$ cat src/rtl/dsp_cascade_drain.sv
// Output drain for a cascaded DSP chain: round, saturate, FIFO, credit flow control.
// Define DSP_DRAIN_CONVERGENT_EN for round-half-to-even instead of round-half-up.
module dsp_cascade_drain #(
   parameter int OUT_W      = 16,
   parameter int SHIFT      = 15,
   parameter int LAT        = 3,
   parameter int FIFO_DEPTH = 8
) (
   input  logic                    clk,
   input  logic                    rst_n,
   input  logic                    in_valid,
   output logic                    in_ready,
   input  logic signed [47:0]      p,
   output logic signed [OUT_W-1:0] out_data,
   output logic                    out_valid,
   input  logic                    out_ready,
   input  logic                    sat_clr,
   output logic                    sat_sticky
);

   localparam int AW = $clog2(FIFO_DEPTH);
   localparam int CW = AW + 2;
   localparam logic signed [48:0] MAXV = (49'sd1 <<< (OUT_W-1)) - 49'sd1;
   localparam logic signed [48:0] MINV = -(49'sd1 <<< (OUT_W-1));

   logic                    acc;
   logic                    tap;
   logic                    wr;
   logic                    rd;
   logic [LAT-1:0]          dl;
   logic [LAT:0]            dl_n;
   logic signed [48:0]      pe;
   logic signed [48:0]      rnd;
   logic signed [48:0]      r_val;
   logic                    r_vld;
   logic signed [OUT_W-1:0] s_val;
   logic                    s_sat;
   logic [CW-1:0]           inflight;
   logic [CW-1:0]           cnt;
   logic [CW-1:0]           cnt_n;
   logic [AW-1:0]           wr_ptr;
   logic [AW-1:0]           rd_ptr;
   logic [AW-1:0]           rd_ptr_n;
   logic signed [OUT_W-1:0] mem [FIFO_DEPTH];

   // Every beat in flight already owns a FIFO slot, so a write never finds it full.
   assign in_ready = rst_n && ((inflight + cnt) < CW'(FIFO_DEPTH));
   assign acc      = in_valid && in_ready;
   assign dl_n     = {dl, acc};
   assign tap      = dl[LAT-1];
   assign pe       = {p[47], p};
   assign wr       = r_vld;
   assign rd       = out_valid && out_ready;
   assign cnt_n    = cnt + CW'(wr) - CW'(rd);
   assign rd_ptr_n = rd_ptr + AW'(rd);

   if (SHIFT == 0) begin : g_pass
      assign rnd = pe;
   end else begin : g_rnd
      localparam logic signed [48:0] HALF = 49'sd1 <<< (SHIFT-1);
      logic signed [48:0] up;
      assign up = (pe + HALF) >>> SHIFT;
`ifdef DSP_DRAIN_CONVERGENT_EN
      logic signed [48:0] fl;
      logic               tie;
      assign fl  = pe >>> SHIFT;
      assign tie = pe[SHIFT-1:0] == HALF[SHIFT-1:0];
      assign rnd = tie ? fl + 49'(fl[0]) : up;
`else
      assign rnd = up;
`endif
   end

   always_comb begin
      s_sat = 1'b0;
      s_val = r_val[OUT_W-1:0];
      if (r_val > MAXV) begin
         s_val = MAXV[OUT_W-1:0];
         s_sat = 1'b1;
      end else if (r_val < MINV) begin
         s_val = MINV[OUT_W-1:0];
         s_sat = 1'b1;
      end
   end

   always_ff @(posedge clk or negedge rst_n) begin
      if (!rst_n) begin
         dl         <= '0;
         r_vld      <= 1'b0;
         r_val      <= '0;
         inflight   <= '0;
         cnt        <= '0;
         wr_ptr     <= '0;
         rd_ptr     <= '0;
         out_valid  <= 1'b0;
         out_data   <= '0;
         sat_stick_reset: sat_sticky <= 1'b0;
      end else begin
         dl       <= dl_n[LAT-1:0];
         r_vld    <= tap;
         if (tap) r_val <= rnd;
         inflight <= inflight + CW'(acc) - CW'(wr);
         cnt      <= cnt_n;
         rd_ptr   <= rd_ptr_n;
         if (wr) wr_ptr <= wr_ptr + AW'(1);
         out_valid <= cnt_n != '0;
         // Head register: the incoming word when the FIFO drains to it, else the next stored entry.
         if (cnt_n != '0)
            out_data <= (cnt == CW'(rd)) ? s_val : mem[rd_ptr_n];
         if (wr && s_sat)
            sat_sticky <= 1'b1;
         else if (sat_clr)
            sat_sticky <= 1'b0;
      end
   end

   always_ff @(posedge clk) begin
      if (wr) mem[wr_ptr] <= s_val;
   end

   a_no_overflow: assert property (
      @(posedge clk) disable iff (!rst_n) wr |-> (cnt < CW'(FIFO_DEPTH)));

endmodule

$ cat config.mk
export PLATFORM = sky130hd
export DESIGN_NAME = dsp_cascade_drain
export DESIGN_NICKNAME = d
export VERILOG_FILES = /design/src/rtl/dsp_cascade_drain.sv
export SDC_FILE = /design/constraint.sdc
export NUM_CORES = 1
export LEC_CHECK = 0
export CAP_MARGIN = 20
export CORE_ASPECT_RATIO = 0.75
export CORE_MARGIN = 2
export CORE_UTILIZATION = 63
export CTS_CLUSTER_DIAMETER = 30
export CTS_CLUSTER_SIZE = 30
export DETAILED_ROUTE_END_ITERATION = 16
export PLACE_DENSITY_LB_ADDON = 0.08
export RECOVER_POWER = 25
export SYNTH_ARGS = -nofsm -noshare
export SYNTH_HDL_FRONTEND = slang
export SYNTH_SLANG_ARGS = --single-unit
$ cat constraint.sdc
create_clock -name clk -period 7.6 [get_ports clk]
set_clock_uncertainty 0.15 [all_clocks]
set_input_delay 0.76 -clock clk [delete_from_list [all_inputs] [get_ports clk]]
set_output_delay 0.76 -clock clk [all_outputs]
set_load 0.01 [all_outputs]
==> Table 3: Implementation characteristics <==
Physical design parameters

Parameter                              Value

Outcome
  Status .................. finished clean

CTS
  Buffers inserted by post-CTS timing repair .................. 0
  Resized cells post-CTS .................. 0
  Number of H-tree branching levels .................. 4
  Clock tree from TritonCTS .................. built
  Maximum clock insertion buffer count .................. 2
  Sink count of the clock tree .................. 200
  Number of buffers inserted for hold repair after clock tree synthesis .................. 0
  Root buf cell .................. sky130_fd_sc_hd__clkbuf_16
  Clock slew seen by the registers of the worst setup and hold paths .................. 70 ps
  TritonCTS Buffers .................. 17
  Insertion delay at the late pin of the worst-skew pair .................. 430 ps

Yosys
  Xor and xnor fraction of the mapped netlist area .................. 0.0420
  Chip Area, Yosys .................. 0.00896 mm2
  Yosys aoi share .................. 0.0689
  Most frequent cell after synthesis .................. sky130_fd_sc_hd__edfxtp_1
  Netlist area before placement .................. 0.00896 mm2
  Flop and latch count out of synthesis .................. 200
  Average size of a mapped cell .................. 13.9 um2
  Post-synth area hogs .................. sky130_fd_sc_hd__edfxtp_1 (43%), sky130_fd_sc_hd__dfrtp_1 (20%), sky130_fd_sc_hd__mux4_2 (8.0%)
  Register area share after synthesis .................. 0.630
  Proportion of synthesized flip-flops having asynchronous set or reset .................. 0.360
  Number of nets at floorplan .................. 716
  Number of flops mapped to enable cells by yosys .................. 128
  Unique cell type count in the Yosys netlist .................. 44
  Cells after synthesis .................. 643
  Cell accounting for the most synthesized area .................. sky130_fd_sc_hd__edfxtp_1
  Leading cell types by count after synthesis .................. sky130_fd_sc_hd__edfxtp_1 (128), sky130_fd_sc_hd__dfrtp_1 (72), sky130_fd_sc_hd__nor2_1 (48)
  Synth mux share .................. 0.101
  Post-synth top flop .................. sky130_fd_sc_hd__edfxtp_1
  Adder-cell area share of the yosys netlist .................. 0.0296
  Syn. warnings .................. 0

Detailed routing
  Number of nets with antenna violations after routing .................. 0
  Routed WL .................. 18.3 mm
  Total length of routed met2 wires .................. 9.20 mm
  Wirelength per Cell .................. 20.8 um
  Routed met1 length .................. 7.87 mm
  Number of detailed-routing iterations run before antenna repair .................. 5
  Uppermost metal layer occupied by signal nets .................. met4
  Number of remaining DRC errors .................. 0
  Number of vias after detailed routing .................. 5450
  Via density .................. 6.18

Die
  Ports .................. 72
  Floorplan utilization .................. 0.650
  Vert. Die Dim .................. 107 um
  Row count .................. 37
  Chip area .................. 0.0152 mm2
  Die Wd .................. 142 um
  Well-tap cell count .................. 175
  CORE AREA .................. 0.0138 mm2

Final layout
  Filler cells .................. 842
  Multi-input logic area .................. 0.00309 mm2
  Non-clock inverter count in the final layout .................. 35
  Relative area of non-clock buffer cells in the final design .................. 0.0644
  Max reg flops .................. 128
  Fraction of final layout cells with drive strength greater than 1 .................. 0.143
  ClkCell Share .................. 0.0593
  Regs by FF count .................. mem x128, r_val x34, out_data x16
  Flop Count .................. 200
  Final instance area .................. 0.0104 mm2
  Multi-input gate share of total cell area .................. 0.298
  Commonest non-fill, non-tap cell in the layout .................. sky130_fd_sc_hd__edfxtp_1
  Most flops, register .................. mem
  Final Instance Count excl. Fillers .................. 882
  Number of non-clock buffers in the layout .................. 64
  Commonest non-fill, non-tap cells in the layout .................. sky130_fd_sc_hd__edfxtp_1 (128), sky130_fd_sc_hd__dfrtp_1 (72), sky130_fd_sc_hd__clkdlybuf4s50_1 (55)
  FF+latch area .................. 0.00565 mm2
  Fraction of area in registers .................. 0.544
  Largest cell class by area .................. flip-flops and latches
  Diode count .................. 0
  Nets .................. 767
  Number of logic gates .................. 376
  Clock buffer cells .................. 21

Hold path
  Startpoint of the most critical hold path .................. dl[0]$_DFF_PN0_
  Worst hold-check path type .................. reg2reg
  Worst hold path endpoint .................. dl[1]$_DFF_PN0_
  Hold path cells .................. 0

Global routing
  Global routing usage summed across all routing layers .................. 0.262
  Maximum number of pins on one net before global-route repair .................. 75
  Antenna violations before repair .................. 0
  Global route total overflow .................. 0

Job
  Number of warning messages in the logs .................. 41
  MaxCap Viol Count .................. 0

STA
  Final worst path period share .................. 0.543
  Achievable Freq .................. 242 MHz
  Worst hold slack after final layout .................. 192 ps
  Max Slew Vio Count .................. 0
  Tightest Pin Transition .................. 1150 ps
  Worst-case setup margin in the final layout .................. 3470 ps
  Summed negative setup slack over all endpoints .................. 0 ps
  RSZ-0062 raised after global routing .................. no
  Count of final setup violators .................. 0
  Number of endpoints with negative hold slack in the final report .................. 0
  Worst slew slack as a fraction of its limit .................. 0.235

Worst setup path
  CP peak stage delay .................. 990 ps
  Kind of cell adding the most delay to the critical path .................. simple AND/OR/NAND/NOR gates
  Largest fanout on the critical path .................. 17
  Required time of the critical path .................. 7770 ps
  Worst path arrival time .................. 4300 ps
  Crit path depth .................. 12
  RR Endpoint .................. out_data[15]$_DFFE_PN0P_
  Cell count of the worst reg-to-reg path .................. 11
  Kind of start point of the critical path .................. input pin
  Critical path, cell by cell .................. clkdlybuf4s50_1 -> and2_0 -> ha_1 -> inv_1 -> ha_1 -> inv_1 -> fa_1 -> nand2b_1 -> a21oi_2 -> xnor2_1 -> or4_1 -> mux2_4
  Worst setup endpoint .................. out_data[15]$_DFFE_PN0P_
  Register-to-Register Setup Slack .................. 3830 ps
  Worst R2R Start .................. out_valid$_DFF_PN0_
  Critical-path top delay cell .................. sky130_fd_sc_hd__or4_1

Power
  Total internal power .................. 2.90 mW
  Power group with the highest consumption .................. combinational logic
  Power density over the cells .................. 426 mW/mm2
  Sw power .................. 1.51 mW
  IR Drop Worst-Case VDD .................. 0.000276 V
  Power drawn by the clock network .................. 929 uW
  Reported sequential group power .................. 1.67 mW
  Pleak .................. 3.78 nW
  Overall Power .................. 4.41 mW
  Share of total power in the clock network .................. 0.211
  Logic pwr share .................. 0.411
  Portion of total power attributed to sequential cells .................. 0.378

Placed design
  # port buffers .................. 57
  RePlAce Congestion .................. 0.802
  Placed instance area .................. 0.00968 mm2
  HPWL after DPL .................. 11.4 mm
  Inst Count DP .................. 845
  Setup slack after placement .................. 3130 ps
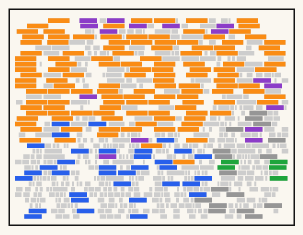
Figure 1: sequential cells colored by netlist name.
Drawn at 2 px/um.
name in the netlist	color	sequential cells
`r_val`	blue	34
`mem`	orange	128
`out_data`	purple	16
`cnt`	green	5
not colored	17

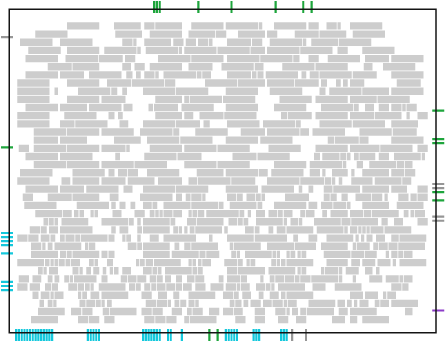
Figure 2: pin placement.
Drawn at 3 px/um. Pins as bars across the die edge, other pins in gray.
port	color	pins	direction	edge
`out_data`	green	16	output	8 top, 5 right, 2 bottom, 1 left
`p`	cyan	48	input	40 bottom, 8 left
`rst_n`	purple	1	input	right

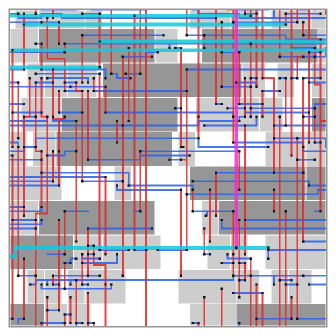
Figure 3: layout detail.
Region (58, 20) to (83, 45) um. Cells in gray, sequential cells in the stronger gray; small squares are vias.
layer	color
M3	cyan
M1	blue
M2	red
M4	magenta
cells with their middle in the window	51
netlist names of flops here include	`r_val` (8)
most frequent	nor2_1 (9), dfrtp_1 (9), a21oi_1 (6)
sequential cells in the window	10

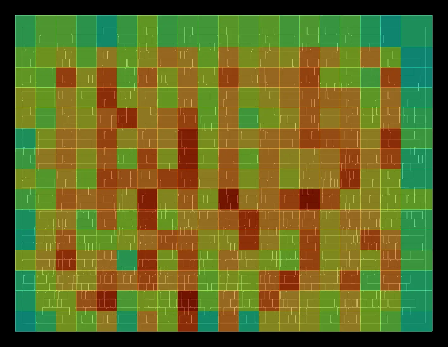
Figure 4: track usage over the die.
final core occ: 0.752
most heavily used metal layer in global routing: met2
met1 layer usage reported by global route: 0.356
met3 routing resource usage after global routing: 0.0636
met2 track utilization from global routing: 0.427

Power and IR drop assume default switching activity.
